--- src/rtl/palette_lut_if.sv ---
// Pixel-stream and CPU palette signals of palette_lut, with master/slave views.
// PALETTE_READBACK_EN adds cpu_re / cpu_rdata / cpu_rvalid.
interface palette_lut_if #(
  parameter int CHANNEL_BITS = 3,
  parameter int INDEX_BITS   = 8
);
  localparam int EW = 3*CHANNEL_BITS;

  logic                    pix_valid_in;
  logic [INDEX_BITS-1:0]   pix_index;
  logic                    pix_blank;
  logic                    pix_valid_out;
  logic [CHANNEL_BITS-1:0] r;
  logic [CHANNEL_BITS-1:0] g;
  logic [CHANNEL_BITS-1:0] b;
  logic                    cpu_we;
  logic [INDEX_BITS-1:0]   cpu_addr;
  logic [EW-1:0]           cpu_wdata;
  logic                    cpu_busy;
`ifdef PALETTE_READBACK_EN
  logic                    cpu_re;
  logic [EW-1:0]           cpu_rdata;
  logic                    cpu_rvalid;

  modport master (
    output pix_valid_in, pix_index, pix_blank, cpu_we, cpu_addr, cpu_wdata, cpu_re,
    input  pix_valid_out, r, g, b, cpu_busy, cpu_rdata, cpu_rvalid
  );
  modport slave (
    input  pix_valid_in, pix_index, pix_blank, cpu_we, cpu_addr, cpu_wdata, cpu_re,
    output pix_valid_out, r, g, b, cpu_busy, cpu_rdata, cpu_rvalid
  );
`else
  modport master (
    output pix_valid_in, pix_index, pix_blank, cpu_we, cpu_addr, cpu_wdata,
    input  pix_valid_out, r, g, b, cpu_busy
  );
  modport slave (
    input  pix_valid_in, pix_index, pix_blank, cpu_we, cpu_addr, cpu_wdata,
    output pix_valid_out, r, g, b, cpu_busy
  );
`endif
endinterface

--- src/rtl/palette_lut.sv ---
// Palette RAM lookup: 2-stage pixel pipeline with blanking, CPU writes, grayscale init fill.
// Optional CPU readback port when PALETTE_READBACK_EN is defined.

// One colour channel of the output stage: holds when stage 1 is empty.
module palette_lut_chan #(
  parameter int W = 3
) (
  input  logic         clk,
  input  logic         rst_n,
  input  logic         i_vld,
  input  logic         i_blank,
  input  logic [W-1:0] i_ent,
  output logic [W-1:0] o_ch
);
  logic [W-1:0] r_ch;

  always_ff @(posedge clk or negedge rst_n) begin
    if (!rst_n)     r_ch <= '0;
    else if (i_vld) r_ch <= i_blank ? '0 : i_ent;
  end

  assign o_ch = r_ch;
endmodule

module palette_lut #(
  parameter int CHANNEL_BITS = 3,
  parameter int INDEX_BITS   = 8
) (
  input  logic          clk,
  input  logic          rst_n,
  palette_lut_if.slave  bus
);
  localparam int EW    = 3*CHANNEL_BITS;
  localparam int DEPTH = 1 << INDEX_BITS;

  localparam logic [0:0] S_INIT = 1'b0;
  localparam logic [0:0] S_RUN  = 1'b1;
  localparam logic [INDEX_BITS-1:0] LAST_IDX = '1;

  logic [0:0]                        r_state;
  logic [INDEX_BITS-1:0]             r_cnt;
  logic [EW-1:0]                     r_mem [DEPTH];
  logic [EW-1:0]                     r_rd_data;
  logic [2:1]                        r_vld_pipe;
  logic                              r_s1_blank;

  logic                              w_run;
  logic                              w_cpu_re;
  logic                              w_mem_we;
  logic [INDEX_BITS-1:0]             w_wr_addr;
  logic [INDEX_BITS-1:0]             w_rd_addr;
  logic [EW-1:0]                     w_wr_data;
  logic [CHANNEL_BITS-1:0]           w_gray;
  logic [2:0][CHANNEL_BITS-1:0]      w_ent;
  logic [2:0][CHANNEL_BITS-1:0]      w_rgb;

  assign w_run = (r_state == S_RUN);

`ifdef PALETTE_READBACK_EN
  logic r_rvalid;

  assign w_cpu_re       = w_run & bus.cpu_re;
  assign bus.cpu_rdata  = r_rd_data;
  assign bus.cpu_rvalid = r_rvalid;

  always_ff @(posedge clk or negedge rst_n) begin
    if (!rst_n) r_rvalid <= 1'b0;
    else        r_rvalid <= w_cpu_re;
  end
`else
  assign w_cpu_re = 1'b0;
`endif

  // Gray level is the top CHANNEL_BITS of the index, zero-padded if the index is narrower.
  generate
    if (CHANNEL_BITS <= INDEX_BITS) begin : g_gray_msb
      assign w_gray = r_cnt[INDEX_BITS-1 -: CHANNEL_BITS];
    end else begin : g_gray_pad
      assign w_gray = {r_cnt, {(CHANNEL_BITS-INDEX_BITS){1'b0}}};
    end
  endgenerate

  always_ff @(posedge clk or negedge rst_n) begin
    if (!rst_n) begin
      r_state <= S_INIT;
      r_cnt   <= '0;
    end else if (!w_run) begin
      r_cnt <= r_cnt + 1'b1;
      if (r_cnt == LAST_IDX) r_state <= S_RUN;
    end
  end

  // Init sequencer owns the write port until RUN; CPU writes in INIT are dropped.
  assign w_mem_we  = w_run ? bus.cpu_we    : 1'b1;
  assign w_wr_addr = w_run ? bus.cpu_addr  : r_cnt;
  assign w_wr_data = w_run ? bus.cpu_wdata : {w_gray, w_gray, w_gray};
  assign w_rd_addr = w_cpu_re ? bus.cpu_addr : bus.pix_index;

  always_ff @(posedge clk) begin
    if (w_mem_we) r_mem[w_wr_addr] <= w_wr_data;
  end

  // Read and write share the edge, so a same-address read returns the old entry.
  always_ff @(posedge clk or negedge rst_n) begin
    if (!rst_n) begin
      r_rd_data  <= '0;
      r_vld_pipe <= '0;
      r_s1_blank <= 1'b0;
    end else begin
      r_rd_data     <= r_mem[w_rd_addr];
      r_vld_pipe[1] <= w_run & bus.pix_valid_in & ~w_cpu_re;
      r_vld_pipe[2] <= r_vld_pipe[1];
      r_s1_blank    <= bus.pix_blank;
    end
  end

  assign w_ent = r_rd_data;

  generate
    for (genvar l = 0; l < 3; l++) begin : g_ch
      palette_lut_chan #(.W(CHANNEL_BITS)) u_ch (
        .clk     (clk),
        .rst_n   (rst_n),
        .i_vld   (r_vld_pipe[1]),
        .i_blank (r_s1_blank),
        .i_ent   (w_ent[l]),
        .o_ch    (w_rgb[l])
      );
    end
  endgenerate

  assign bus.r             = w_rgb[2];
  assign bus.g             = w_rgb[1];
  assign bus.b             = w_rgb[0];
  assign bus.pix_valid_out = r_vld_pipe[2];
  assign bus.cpu_busy      = ~w_run;
endmodule

--- src/flat_wrapper.sv ---
// flat-port wrapper written by rule: the top's interface ports become plain ports
module palette_lut_flat 
#(
  parameter int CHANNEL_BITS = 3,
  parameter int INDEX_BITS   = 8
)
  (clk, rst_n, bus_pix_valid_in, bus_pix_index, bus_pix_blank, bus_cpu_we, bus_cpu_addr, bus_cpu_wdata, bus_pix_valid_out, bus_r, bus_g, bus_b, bus_cpu_busy);
  palette_lut_if #(.CHANNEL_BITS(CHANNEL_BITS), .INDEX_BITS(INDEX_BITS)) bus_i ();
  input  logic clk;
  input  logic rst_n;
  input wire logic [$bits(bus_i.pix_valid_in)-1:0] bus_pix_valid_in;
  input wire logic [$bits(bus_i.pix_index)-1:0] bus_pix_index;
  input wire logic [$bits(bus_i.pix_blank)-1:0] bus_pix_blank;
  input wire logic [$bits(bus_i.cpu_we)-1:0] bus_cpu_we;
  input wire logic [$bits(bus_i.cpu_addr)-1:0] bus_cpu_addr;
  input wire logic [$bits(bus_i.cpu_wdata)-1:0] bus_cpu_wdata;
  output wire logic [$bits(bus_i.pix_valid_out)-1:0] bus_pix_valid_out;
  output wire logic [$bits(bus_i.r)-1:0] bus_r;
  output wire logic [$bits(bus_i.g)-1:0] bus_g;
  output wire logic [$bits(bus_i.b)-1:0] bus_b;
  output wire logic [$bits(bus_i.cpu_busy)-1:0] bus_cpu_busy;
  assign bus_i.pix_valid_in = bus_pix_valid_in;
  assign bus_i.pix_index = bus_pix_index;
  assign bus_i.pix_blank = bus_pix_blank;
  assign bus_i.cpu_we = bus_cpu_we;
  assign bus_i.cpu_addr = bus_cpu_addr;
  assign bus_i.cpu_wdata = bus_cpu_wdata;
  assign bus_pix_valid_out = bus_i.pix_valid_out;
  assign bus_r = bus_i.r;
  assign bus_g = bus_i.g;
  assign bus_b = bus_i.b;
  assign bus_cpu_busy = bus_i.cpu_busy;
  palette_lut #(.CHANNEL_BITS(CHANNEL_BITS), .INDEX_BITS(INDEX_BITS)) u_core (.clk(clk), .rst_n(rst_n), .bus(bus_i));
endmodule
--- config.mk ---
export PLATFORM = sky130hd
export DESIGN_NAME = palette_lut_flat
export DESIGN_NICKNAME = d
export VERILOG_FILES = /design/src/rtl/palette_lut_if.sv /design/src/rtl/palette_lut.sv /design/src/flat_wrapper.sv
export SDC_FILE = /design/constraint.sdc
export NUM_CORES = 2
export LEC_CHECK = 0
export CORE_AREA = 2 2 410 412
export CTS_CLUSTER_DIAMETER = 80
export DETAILED_ROUTE_END_ITERATION = 16
export DIE_AREA = 0 0 412 414
export HOLD_SLACK_MARGIN = 0.06
export PLACE_DENSITY = 0.72
export SYNTH_ARGS = -nofsm -noshare
export SYNTH_HDL_FRONTEND = slang
export SYNTH_SLANG_ARGS = --single-unit
--- constraint.sdc ---
create_clock -name clk -period 6.8 [get_ports clk]
set_input_delay 1.36 -clock clk [delete_from_list [all_inputs] [get_ports clk]]
set_output_delay 1.36 -clock clk [all_outputs]
set_load 0.05 [all_outputs]
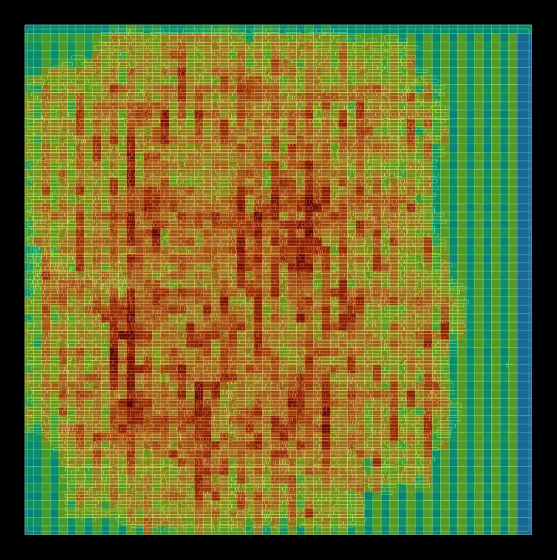
Figure 1: routing congestion map.
peak-usage layer in the global routing report: met2
total routing usage reported by global routing: 25.9%

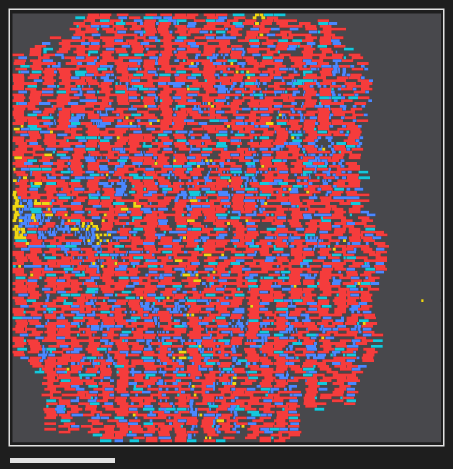
Figure 2: placement by cell class.
Scale bar: 100 µm. Fill, decap, tap and diode cells in grey.
colour	class	cells
cyan	clock drivers and dummy loads	399
yellow	remaining buffers and delay cells	147
blue	remaining logic cells	1747
red	registers	2334
Seq area share: 69.6%
final core utilization: 60.4%
Core Area: 166000 µm²
final instance area: 100000 µm²

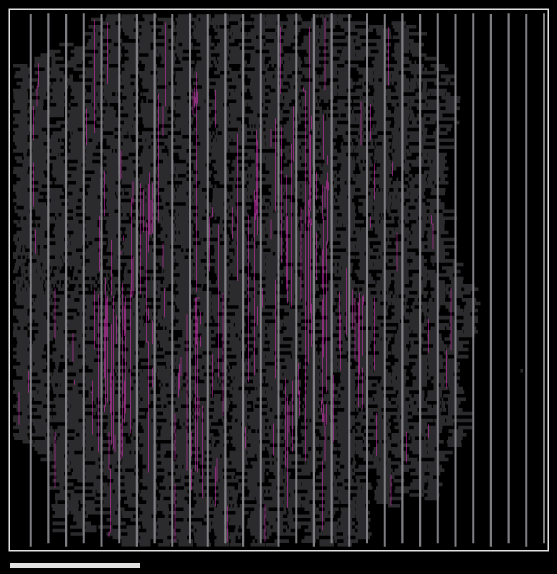
Figure 3: metal 4.
Scale bar: 100 µm. Supply wires on this layer in grey. Cells faint in the background.
nets with wire on the layer	97
share of all routed wire	3.6%
total routed wirelength: 220000 µm
vias: 45.3k

==> run summary <==
This note records the results obtained with Yosys and OpenROAD.

Logic synthesis
The synthesized netlist net count is 4375. The share of async-settable or async-resettable flops after synthesis is around 1.3%. The portion of the post-synthesis area used by sequential elements is 77.1%. Synthesis instantiated between 60 and 70 different standard cells from the library. sky130_fd_sc_hd__edfxtp_1 is the most common cell in the netlist. The post-synth register bit count is ~2.3k. The number of enable-type register cells in the synthesized netlist is ~2.3k.

The synthesized design spends more area on one cell type than any other, namely sky130_fd_sc_hd__edfxtp_1. The instance count of the mapped netlist is around 4.3k. Sorting the synthesized cells by area gives the leading types as sky130_fd_sc_hd__edfxtp_1 76%, sky130_fd_sc_hd__mux4_2 11%, sky130_fd_sc_hd__mux4_1 1.6%.

Final timing
The final critical delay including setup and external delays is 4.56 ns. The final timing report lists clock skew as a little under 0.04 ns. Setup repair after global routing left no endpoint under its margin. The slew check shows that the tightest pin keeps a relative margin of ~8.4%. The tightest hold margin is ~0.53 ns. The upper clock frequency limit is about 220 MHz.

Power
The internal power of the cells totals 22.8 mW. Looking at the power breakdown, the clock network takes 42.5% of the total. The flow reported a cell area power density of 284 nW/µm². After layout, the design draws a total of approximately 29 mW.

The fraction of power consumed by sequential logic is around 55%.

Route
The post-route met1 wirelength is 84000 µm. The initial detailed-routing violation count is about 6.8k. The number of iterations in the first detailed-routing pass is 5. Per the detail_route log, met3 wirelength is ~23000 µm.

Per the detail_route report, vias per standard cell equal approximately 6.6.

Flow run
The logs give a warning total of between 50 and 60. The number of max-capacitance violations reported is 0.

Placement
Setup slack on the worst path after placement came out at roughly 1.3 ns. The placed instances occupy a cell area of 93400 µm². The global placement routability congestion is just under 0.9.

Critical path
The longest individual stage delay on the worst path is roughly 1.1 ns. The slowest stage of the critical path is the sky130_fd_sc_hd__nor4_1 cell. The data arrival at the endpoint of the critical path is approximately 5.2 ns. The largest fanout of any net on the critical path is approximately 70. The critical path is of the in2reg type. The combined buffer and inverter count along the critical path is 2.

Run status
The run finished with clean final reports.

Die
The vertical extent of the die is slightly above 400 µm. The chip area is roughly 170000 µm². The die is 412 µm wide. For this configuration, the core starts out at a cell density of approximately 55%. The number of ports placed on the die boundary is 41.

Clock network
Per the CTS log, the root buffer master is sky130_fd_sc_hd__clkbuf_16. The number of sinks driven by the clock tree is around 2.3k. The count of cells resized by post-cts repair is 0. TritonCTS built the clock tree.

Cells and area
The total of fill cells in the finished design is approximately 11k. Per the cell usage report, the commonest logic cells after layout are 2304 x sky130_fd_sc_hd__edfxtp_1, 436 x sky130_fd_sc_hd__mux4_2, 283 x sky130_fd_sc_hd__nor2_1, 218 x sky130_fd_sc_hd__clkbuf_16, 174 x sky130_fd_sc_hd__a22oi_1. The ratio of cells with drive above 1 in the final layout is between 10% and 20%.

Global routing
The maximum number of pins on one net before global-route repair is around 200. met2 track demand over resource after global routing is about two fifths. Recorded from the global router log, the overflow total was 0.
-- cell type report --
class,count,area share [%]
Inverter,26,0.0972
Antenna cell,8,0.0199
Sequential cell,2334,69.6
Timing Repair Buffer,147,1.44
Clock inverter,144,1.45
Tap cell,2204,2.75
Multi-Input combinational cell,1721,19.0
Clock buffer,255,5.58
-- worst paths after layout --
kind                                                from                                 endpoint  cells after the start
setup / recovery                        bus_pix_index[0]            u_core.r_rd_data[1]$_DFF_PN0_                      7
hold reg to reg            u_core.r_rd_data[5]$_DFF_PN0_  u_core.g_ch[1].u_ch.o_ch[2]$_DFFE_PN0P_                      2
setup reg to reg                u_core.r_state$_DFF_PN0_           u_core.r_mem[114][5]$_DFFE_PP_                      5
min in group asynchronous                          rst_n  u_core.g_ch[2].u_ch.o_ch[2]$_DFFE_PN0P_                      1
hold / removal             u_core.r_rd_data[5]$_DFF_PN0_  u_core.g_ch[1].u_ch.o_ch[2]$_DFFE_PN0P_                      2
max in group asynchronous                          rst_n            u_core.r_rd_data[1]$_DFF_PN0_                      1
-- power by group through the flow --
stage	Clock, mW	Sequential [mW]	Combinational (mW)
after floorplan	0	15.9	0.550
after global placement	0	15.9	0.806
after detailed placement	0	15.9	0.812
after CTS	12.2	15.6	0.814
after global routing	12.7	15.6	0.851
final	12.1	15.6	0.818
-- through the flow --
stage,instances,utilization (%)
after CTS,6831,60.4
after global placement,6431,56.1
after global routing,6831,60.4
final,6839,60.4
after floorplan,4344,-
after detailed placement,6432,56.1
-- cell families after synthesis --
kind of cell,after synthesis,share of synthesized area [%]
AND-OR/OR-AND,528,3.99
XOR/XNOR,7,0.0676
adder cells (fa/ha/maj),1,0.0138
buffers and inverters,289,1.99
flip-flops,2334,77.1
multiplexers,653,14.2
AND/OR/NAND/NOR,532,2.60
Power figures rest on the tool's default switching activity, not on a simulated workload.
